gate_families.png
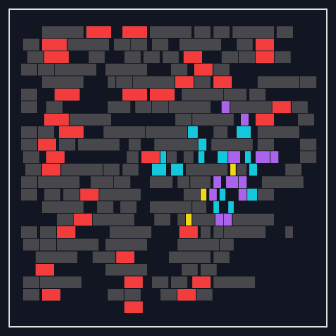
final_clocks.png
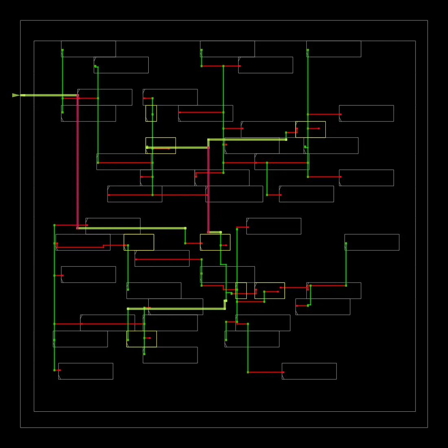
File: src/rtl/cart_bus_if.sv
// Cartridge bus interface: sequences CPU bus cycles onto the PRG-ROM/mapper port.
// Optional bus-conflict write emulation enabled by the macro CART_BUS_CONFLICT_EN.
`timescale 1ns/1ps
module cart_bus_if #(
  parameter int ROM_LAT = 1
) (
  input  logic        clk_sys,
  input  logic        rst_n,
  input  logic        cpu_cyc_in,
  input  logic [15:0] cpu_a_in,
  input  logic        cpu_r_nw_in,
  input  logic [7:0]  cpu_d_in,
  output logic [7:0]  cpu_d_out,
  output logic        cpu_d_oe,
  output logic        prg_nce_out,
  output logic [14:0] prg_a_out,
  output logic        prg_r_nw_out,
  output logic [7:0]  prg_d_out,
  input  logic [7:0]  prg_d_in,
  output logic        overrun_out
);

  // state   | meaning
  // IDLE    | after reset, no transaction seen yet
  // SETUP   | address presented, chip enable asserted if in range
  // WAIT    | ROM access latency countdown
  // CAPTURE | sample mapper read data
  // WRITE   | single-clk write strobe (bus-conflict build only)
  // HOLD    | transaction done, read data held for the CPU
  typedef enum logic [2:0] {
    S_IDLE, S_SETUP, S_WAIT, S_CAPTURE, S_WRITE, S_HOLD
  } state_t;

  localparam logic [1:0] LAT_M1 = 2'(ROM_LAT - 1);

  state_t     r_state;
  state_t     w_next;
  logic       r_in_range;
  logic       r_rnw;
  logic [1:0] r_wait_cnt;
  logic       w_ready;
  logic       w_accept;
  logic       w_drop;
`ifdef CART_BUS_CONFLICT_EN
  logic [7:0] r_wdata;
`endif

  assign w_ready  = (r_state == S_IDLE) || (r_state == S_HOLD);
  assign w_accept = cpu_cyc_in && w_ready;
  assign w_drop   = cpu_cyc_in && !w_ready;

  always_ff @(posedge clk_sys or negedge rst_n) begin
    if (!rst_n) r_state <= S_IDLE;
    else        r_state <= w_next;
  end

  always_comb begin
    w_next = r_state;
    case (r_state)
      S_IDLE, S_HOLD: if (cpu_cyc_in) w_next = S_SETUP;
      S_SETUP: begin
        if (!r_in_range) w_next = S_HOLD;
        else if (r_rnw)  w_next = S_WAIT;
        else begin
`ifdef CART_BUS_CONFLICT_EN
          w_next = S_WAIT;
`else
          w_next = S_HOLD;
`endif
        end
      end
      S_WAIT:    if (r_wait_cnt == 2'd0) w_next = S_CAPTURE;
      S_CAPTURE: begin
`ifdef CART_BUS_CONFLICT_EN
        w_next = r_rnw ? S_HOLD : S_WRITE;
`else
        w_next = S_HOLD;
`endif
      end
      S_WRITE:   w_next = S_HOLD;
      default:   w_next = S_IDLE;
    endcase
  end

  always_comb begin
    prg_nce_out  = 1'b1;
    prg_r_nw_out = 1'b1;
    if (r_in_range && (r_state == S_SETUP || r_state == S_WAIT ||
                       r_state == S_CAPTURE || r_state == S_WRITE))
      prg_nce_out = 1'b0;
`ifdef CART_BUS_CONFLICT_EN
    if (r_state == S_WRITE) prg_r_nw_out = 1'b0;
`else
    if (r_state == S_SETUP && r_in_range && !r_rnw) prg_r_nw_out = 1'b0;
`endif
  end

  always_ff @(posedge clk_sys or negedge rst_n) begin
    if (!rst_n) begin
      r_in_range  <= 1'b0;
      r_rnw       <= 1'b1;
      r_wait_cnt  <= 2'd0;
      prg_a_out   <= 15'd0;
      prg_d_out   <= 8'd0;
      cpu_d_out   <= 8'd0;
      cpu_d_oe    <= 1'b0;
      overrun_out <= 1'b0;
`ifdef CART_BUS_CONFLICT_EN
      r_wdata     <= 8'd0;
`endif
    end else begin
      if (w_drop) overrun_out <= 1'b1;
      if (w_accept) begin
        r_in_range <= cpu_a_in[15];
        r_rnw      <= cpu_r_nw_in;
        cpu_d_oe   <= 1'b0;
        // Out-of-range cycles leave the mapper-facing address untouched.
        if (cpu_a_in[15]) prg_a_out <= cpu_a_in[14:0];
`ifdef CART_BUS_CONFLICT_EN
        r_wdata <= cpu_d_in;
`else
        if (cpu_a_in[15] && !cpu_r_nw_in) prg_d_out <= cpu_d_in;
`endif
      end
      if (r_state == S_SETUP) r_wait_cnt <= LAT_M1;
      else if (r_state == S_WAIT && r_wait_cnt != 2'd0) r_wait_cnt <= r_wait_cnt - 2'd1;
      if (r_state == S_CAPTURE) begin
        if (r_rnw) begin
          cpu_d_out <= prg_d_in;
          cpu_d_oe  <= 1'b1;
        end
`ifdef CART_BUS_CONFLICT_EN
        // Open-drain style conflict: the ROM byte pulls written bits low.
        else prg_d_out <= r_wdata & prg_d_in;
`endif
      end
    end
  end

endmodule

File: config.mk
export PLATFORM = sky130hd
export DESIGN_NAME = cart_bus_if
export DESIGN_NICKNAME = d
export VERILOG_FILES = /design/src/rtl/cart_bus_if.sv
export SDC_FILE = /design/constraint.sdc
export NUM_CORES = 1
export LEC_CHECK = 0
export CORE_MARGIN = 2
export CORE_UTILIZATION = 40
export DETAILED_ROUTE_END_ITERATION = 10
export PLACE_DENSITY = 0.76
export SLEW_MARGIN = 15
export SYNTH_ARGS = -nofsm -noshare
export SYNTH_HDL_FRONTEND = slang
export SYNTH_SLANG_ARGS = --single-unit
File: constraint.sdc
create_clock -name clk_sys -period 3.1 [get_ports clk_sys]
set_input_delay 0.465 -clock clk_sys [delete_from_list [all_inputs] [get_ports clk_sys]]
set_output_delay 0.465 -clock clk_sys [all_outputs]
set_load 0.01 [all_outputs]
==> flow_metrics.py <==
# Generated from Yosys and OpenROAD reports
metrics = {
    "worst_setup_path": {
        "crit-reg2reg-capture": "prg_a_out[2]",
        "path_class": "register to output port",
        "endpoint_kind": "output port",
        "worstPathRequired_ns": 2.63,
        "timing.critical_path.depth": 4,
        "cp_slowest_cell": "or4b_2",
        "rr_startpoint": "r_state[0]",
    },
    "drt": {
        "dr.first_iter.drc_count": 95,
        "number_of_vias_in_the_routed_layout": 1208,
        "drc": 0,
        "final_wirelength_um": 3790,
        "antenna_violating_nets_post_route": 0,
        "routedWlPerCell_um": 15.6,
    },
    "yosys": {
        "synth.cells.most_frequent": "dfrtp_1 (39), mux2_2 (23), mux2_4 (9)",
        "postSynth.topFlopCell": "dfrtp_1",
        "top_area_cell": "dfrtp_1",
        "synth-compound-area-share_pct": 6.04,
        "synth_xor_xnor_area_share_pct": 0.522,
        "synthDistinctLibCells": 27,
        "synth.net_count": 155,
        "post_synth_fa_ha_maj_area_fraction_pct": 0.746,
        "synthDominantCellAreaShare_pct": 58.2,
    },
    "grt": {
        "first_global_vias": 1244,
        "grt_antenna_before_repair": 0,
        "globalRouteTotalUtil_pct": 17.2,
    },
    "final_timing": {
        "worst_slew_pin_slew_ns": 0.880,
        "setup-violations-final": 0,
        "clock.fmax_mhz": 379,
        "finalHoldViolations": 0,
    },
    "status": {
        "outcome": "finished clean",
    },
    "cells_and_area": {
        "syn2layout_area_growth_pct": 49.5,
        "layout.nets": 228,
        "regMostFlops": "prg_a_out",
        "fillCellCount": 317,
        "lay_top_cells": "clkdlybuf4s50_1 (69), dfrtp_1 (39), mux2_2 (23)",
    },
    "power": {
        "report.power.total_uw": 2430,
        "combinationalPower_uw": 1120,
        "internal_power_uw": 1670,
        "vdd_drop_max_mv": 0.498,
        "p_seq_share_pct": 39.5,
        "reported_clock_group_power_uw": 352,
    },
    "clocking": {
        "post_cts.resized_instances": 0,
        "root_buffer": "clkbuf_8",
        "postCtsSetupBuffers": 0,
    },
    "placement": {
        "portBuffers": 70,
    },
}
-- gate_families.png (at the start) --
inverters: shown in yellow, cells 3, most used inv_1. NAND gates: shown in cyan, cells 14, most used nand2_1. inverting AOI/OAI gates: shown in purple, cells 12, most used o21ai_0. multiplexers: shown in red, cells 32, most used mux2_2, where all over the die.
most common cell after layout, fill and taps aside: clkdlybuf4s50_1
final standard cell count with taps included and fillers excluded: 242
proportion of cell area occupied by multi-input gates: 25.3%

-- final_clocks.png (at the start) --
count of clock tree sinks: 40
number of flip-flops and latches: 40
Clk Latency, worst-skew pair: 0.29 ns

## stage by stage
step | util [%] | setup slack [ns] | cell area, sq um
final | 62.2 | 0.464 | 2510
after global routing | 62.2 | 0.371 | 2510
after CTS | 62.2 | 0.470 | 2510
after detailed placement | 59.9 | 0.650 | 2410
after global placement | 59.9 | 0.776 | 2410
after floorplan | - | 1.35 | 1680
## metal layers
layer	global-route usage, %	vias to the layer above
met1	20.8	597
met4	6.62	0
met5	0	-
li1	-	563
met3	7.47	4
met2	27.0	44
## cell type report
type	count	area, sq um	share of cell area [%]
timing repair buffer	71	703	28.1
clock buffer	6	82.6	3.30
sequential	40	1000	40.0
tap	50	62.6	2.50
clock inverter	2	10.0	0.399
multi-input combinational	70	634	25.3
inverter	3	11.3	0.449
Power is estimated from default activity; no workload was simulated.
